Figure 1. Metal layers overlaid.
Bar = 20 um. Two of the layers only.
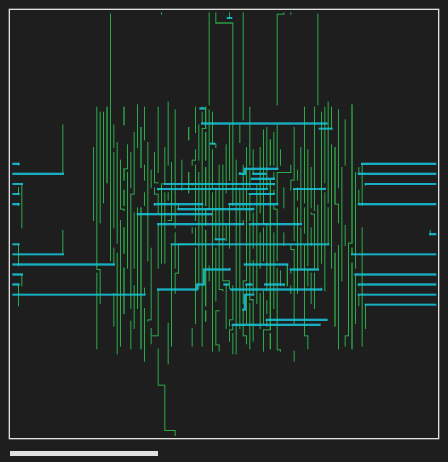
Figure 2. Wire density map.
Bar = 20 um. The die is cut into 12 by 12 equal tiles; black is low, pale yellow is high, scaled to the fullest tile. Values are wire area over tile area, all layers added.
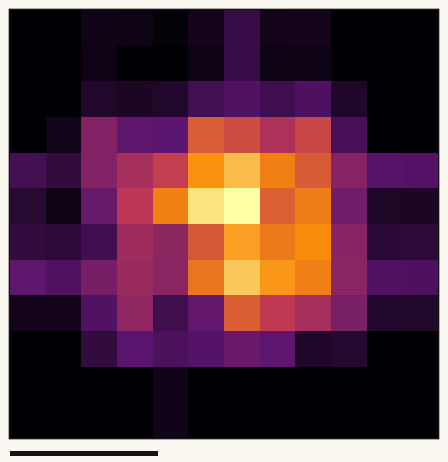
Figure 3. Cell placement.
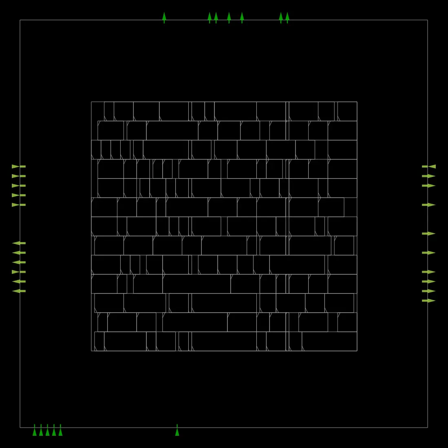
[src/rtl/multicycle_controller.sv]
// Multicycle control unit for the 8-bit accumulator CPU: one FSM state per cycle,
// with every datapath strobe and mux select decoded from the current state and IR.
module multicycle_controller (
    input  logic       clk,
    input  logic       rst,
    input  logic [7:0] ir,
    input  logic [2:0] czn,
    output logic       pcInc,
    output logic       pcLoadEn,
    output logic       PcOrTR,
    output logic       memoryReadEn,
    output logic       memoryWriteEn,
    output logic       irWriteEn,
    output logic       trWriteEn,
    output logic       diLoadEn,
    output logic       regOrMem,
    output logic       aRegWriteEn,
    output logic       bRegWriteEn,
    output logic       RegAOr0,
    output logic       RegBOr0,
    output logic [1:0] aluOpControl,
    output logic       aluResWriteEn,
    output logic       ldCZN,
    output logic       accumulatorWriteEn,
    output logic [1:0] accAddressSel,
    output logic       instrStart
);

    typedef enum logic [3:0] {
        S_FETCH  = 4'd0,
        S_DECODE = 4'd1,
        S_ADDR   = 4'd2,
        S_MEM_RD = 4'd3,
        S_ST_B   = 4'd4,
        S_REG_A  = 4'd5,
        S_REG_B  = 4'd6,
        S_EXEC   = 4'd7,
        S_WB     = 4'd8,
        S_JUMP   = 4'd9
    } state_t;

    localparam logic [2:0] OP_LDM  = 3'b000;
    localparam logic [2:0] OP_STM  = 3'b001;
    localparam logic [2:0] OP_ADDM = 3'b010;
    localparam logic [2:0] OP_JMP  = 3'b011;
    localparam logic [2:0] OP_JZ   = 3'b100;
    localparam logic [2:0] OP_JC   = 3'b101;

    state_t     state;
    logic [2:0] op;
    logic       is_reg;
    logic       unused_flags;

    assign op           = ir[7:5];
    assign is_reg       = (ir[7:6] == 2'b11);
    // N is carried on the flag bus but no branch tests it
    assign unused_flags = czn[2];

    always_ff @(posedge clk or posedge rst) begin
        if (rst) begin
            state <= S_FETCH;
        end else begin
            case (state)
                S_FETCH:  state <= S_DECODE;
                S_DECODE: state <= is_reg ? S_REG_A : S_ADDR;
                S_ADDR: begin
                    case (op)
                        OP_LDM, OP_ADDM: state <= S_MEM_RD;
                        OP_STM:          state <= S_ST_B;
                        OP_JMP:          state <= S_JUMP;
                        OP_JZ:           state <= czn[1] ? S_JUMP : S_FETCH;
                        OP_JC:           state <= czn[0] ? S_JUMP : S_FETCH;
                        default:         state <= S_FETCH;
                    endcase
                end
                S_MEM_RD: state <= S_EXEC;
                S_ST_B:   state <= S_EXEC;
                S_REG_A:  state <= S_REG_B;
                S_REG_B:  state <= S_EXEC;
                S_EXEC:   state <= S_WB;
                S_WB:     state <= S_FETCH;
                S_JUMP:   state <= S_FETCH;
                default:  state <= S_FETCH;
            endcase
        end
    end

    // Strobes are gated by rst so an aborted instruction emits nothing further.
    always_comb begin
        pcInc              = 1'b0;
        pcLoadEn           = 1'b0;
        PcOrTR             = 1'b0;
        memoryReadEn       = 1'b0;
        memoryWriteEn      = 1'b0;
        irWriteEn          = 1'b0;
        trWriteEn          = 1'b0;
        diLoadEn           = 1'b0;
        regOrMem           = 1'b0;
        aRegWriteEn        = 1'b0;
        bRegWriteEn        = 1'b0;
        RegAOr0            = 1'b0;
        RegBOr0            = 1'b0;
        aluOpControl       = 2'b00;
        aluResWriteEn      = 1'b0;
        ldCZN              = 1'b0;
        accumulatorWriteEn = 1'b0;
        accAddressSel      = 2'b00;
        instrStart         = 1'b0;
        if (!rst) begin
            case (state)
                S_FETCH: begin
                    PcOrTR       = 1'b1;
                    memoryReadEn = 1'b1;
                    irWriteEn    = 1'b1;
                    pcInc        = 1'b1;
                    instrStart   = 1'b1;
                end
                S_DECODE: diLoadEn = 1'b1;
                S_ADDR: begin
                    PcOrTR       = 1'b1;
                    memoryReadEn = 1'b1;
                    trWriteEn    = 1'b1;
                    pcInc        = 1'b1;
                end
                S_MEM_RD: begin
                    memoryReadEn = 1'b1;
                    bRegWriteEn  = 1'b1;
                    aRegWriteEn  = (op == OP_ADDM);
                end
                S_ST_B: begin
                    regOrMem    = 1'b1;
                    bRegWriteEn = 1'b1;
                end
                S_REG_A: begin
                    accAddressSel = 2'b10;
                    aRegWriteEn   = 1'b1;
                end
                S_REG_B: begin
                    accAddressSel = 2'b01;
                    regOrMem      = 1'b1;
                    bRegWriteEn   = 1'b1;
                end
                S_EXEC: begin
                    aluResWriteEn = 1'b1;
                    if (is_reg) begin
                        aluOpControl = ir[5:4];
                        ldCZN        = 1'b1;
                    end else if (op == OP_ADDM) begin
                        ldCZN = 1'b1;
                    end else begin
                        // LDM/STM pass B through as 0 + B
                        RegAOr0 = 1'b1;
                    end
                end
                S_WB: begin
                    if (!is_reg && op == OP_STM) begin
                        memoryWriteEn = 1'b1;
                    end else begin
                        accumulatorWriteEn = 1'b1;
                        accAddressSel      = is_reg ? 2'b10 : 2'b00;
                    end
                end
                S_JUMP:  pcLoadEn = 1'b1;
                default: ;
            endcase
        end
    end

endmodule

[config.mk]
export PLATFORM = sky130hd
export DESIGN_NAME = multicycle_controller
export DESIGN_NICKNAME = d
export VERILOG_FILES = /design/src/rtl/multicycle_controller.sv
export SDC_FILE = /design/constraint.sdc
export NUM_CORES = 1
export LEC_CHECK = 0
export ABC_AREA = 1
export CORE_MARGIN = 10
export CORE_UTILIZATION = 33
export CTS_CLUSTER_SIZE = 28
export DETAILED_ROUTE_END_ITERATION = 10
export PLACE_DENSITY = 0.77
export SETUP_SLACK_MARGIN = 0.2
export SYNTH_ARGS = -nofsm -noshare
export SYNTH_HDL_FRONTEND = slang
export SYNTH_SLANG_ARGS = --single-unit
[constraint.sdc]
create_clock -name clk -period 1.1 [get_ports clk]
set_input_delay 0.11 -clock clk [delete_from_list [all_inputs] [get_ports clk]]
set_output_delay 0.11 -clock clk [all_outputs]
set_load 0.03 [all_outputs]
==> reports/qor.yml <==
timing.critical_path.max_delay_family: "flip-flops"
met2_usage_pct: 28.1
post_synth_design_cell_area_um2: 473
cts_hold_buf: 0
count_of_library_flops_with_an_enable_pin: 0
clock_power_share_pct: 6.4
largestRegisters: "state (4)"
rsz0062_at_grt: "yes"
top_logic_kind: "simple AND/OR/NAND/NOR gates"
failed_checks: "setup timing"
status: "complete, but fails checks"
global_route.usage.met3_pct: 4.58
clock_power_mw: 0.208
powerDensity_nw_per_um2: 2610
dr.max_layer_used: "met4"
synth.yosys.seq_area_share_pct: 21.2
design.die.area_um2: 3350
critical_path_cell_count: 5
diodes: 0
max_cap_viol_count: 0
die_w_um: 57.9
yosysUniqueCellTypes: 17
placement.setup.worst_slack_ps: -307
grt_remaining_overflow: 0
synthAoiAreaFrac_pct: 3.17
comb_power_mw: 2.69
routed_wl_um: 3250
setup_violations: 24
synth.mux.area_fraction_pct: 0
core.rowCount: 13
final.setup.worst_slack_ps: -503
post_layout_nonfiller_instances: 154
crit_path_frequent_cell: "sky130_fd_sc_hd__buf_4"
final_layout_top_logic_cell: "sky130_fd_sc_hd__buf_4"
yosys.area_share.simple_pct: 57.9
ys.warnings.count: 0
global_route.usage.total_pct: 14.9
routed-via-count: 856
worstRegToRegCells: 7
filler_cells: 42
ff_type: "sky130_fd_sc_hd__dfrtp_1"
-- Figure 1 (at the start) --
[green] met2 | wire length: 1560 um
[cyan] met3 | wire length: 344 um

-- Figure 2 (at the start) --
fullest tile: 0.78
emptiest ninth of the die: top left
densest ninth of the die: middle
mean over tiles: 0.17

-- Figure 3 (at the start) --
Finished Core Util: 93.5%
sequential cell count: 4

==> what timing repair did <==
action / in CTS / in global routing
setup buffers: 5 / 2
gates resized: 29 / 12
pin swaps: 3 / 3
endpoints found under the setup margin: 24 / 24
==> worst paths after layout <==
check                                    from                  to
max                        state[1]$_DFF_PP0_    accAddressSel[1]
min in group clk                       czn[0]  state[3]$_DFF_PP0_
min                                       rst  state[2]$_DFF_PP0_
min reg2reg                state[3]$_DFF_PP0_  state[3]$_DFF_PP0_
max reg2reg                state[2]$_DFF_PP0_  state[0]$_DFF_PP0_
max in group asynchronous                 rst  state[0]$_DFF_PP0_
==> area by class of cell <==
cell class	count	area share [%]
Clock buffer	4	2.11
Sequential cell	4	8.12
Multi-Input combinational cell	62	41.4
Tap cell	15	1.50
Timing Repair Buffer	55	42.4
Inverter	14	4.41
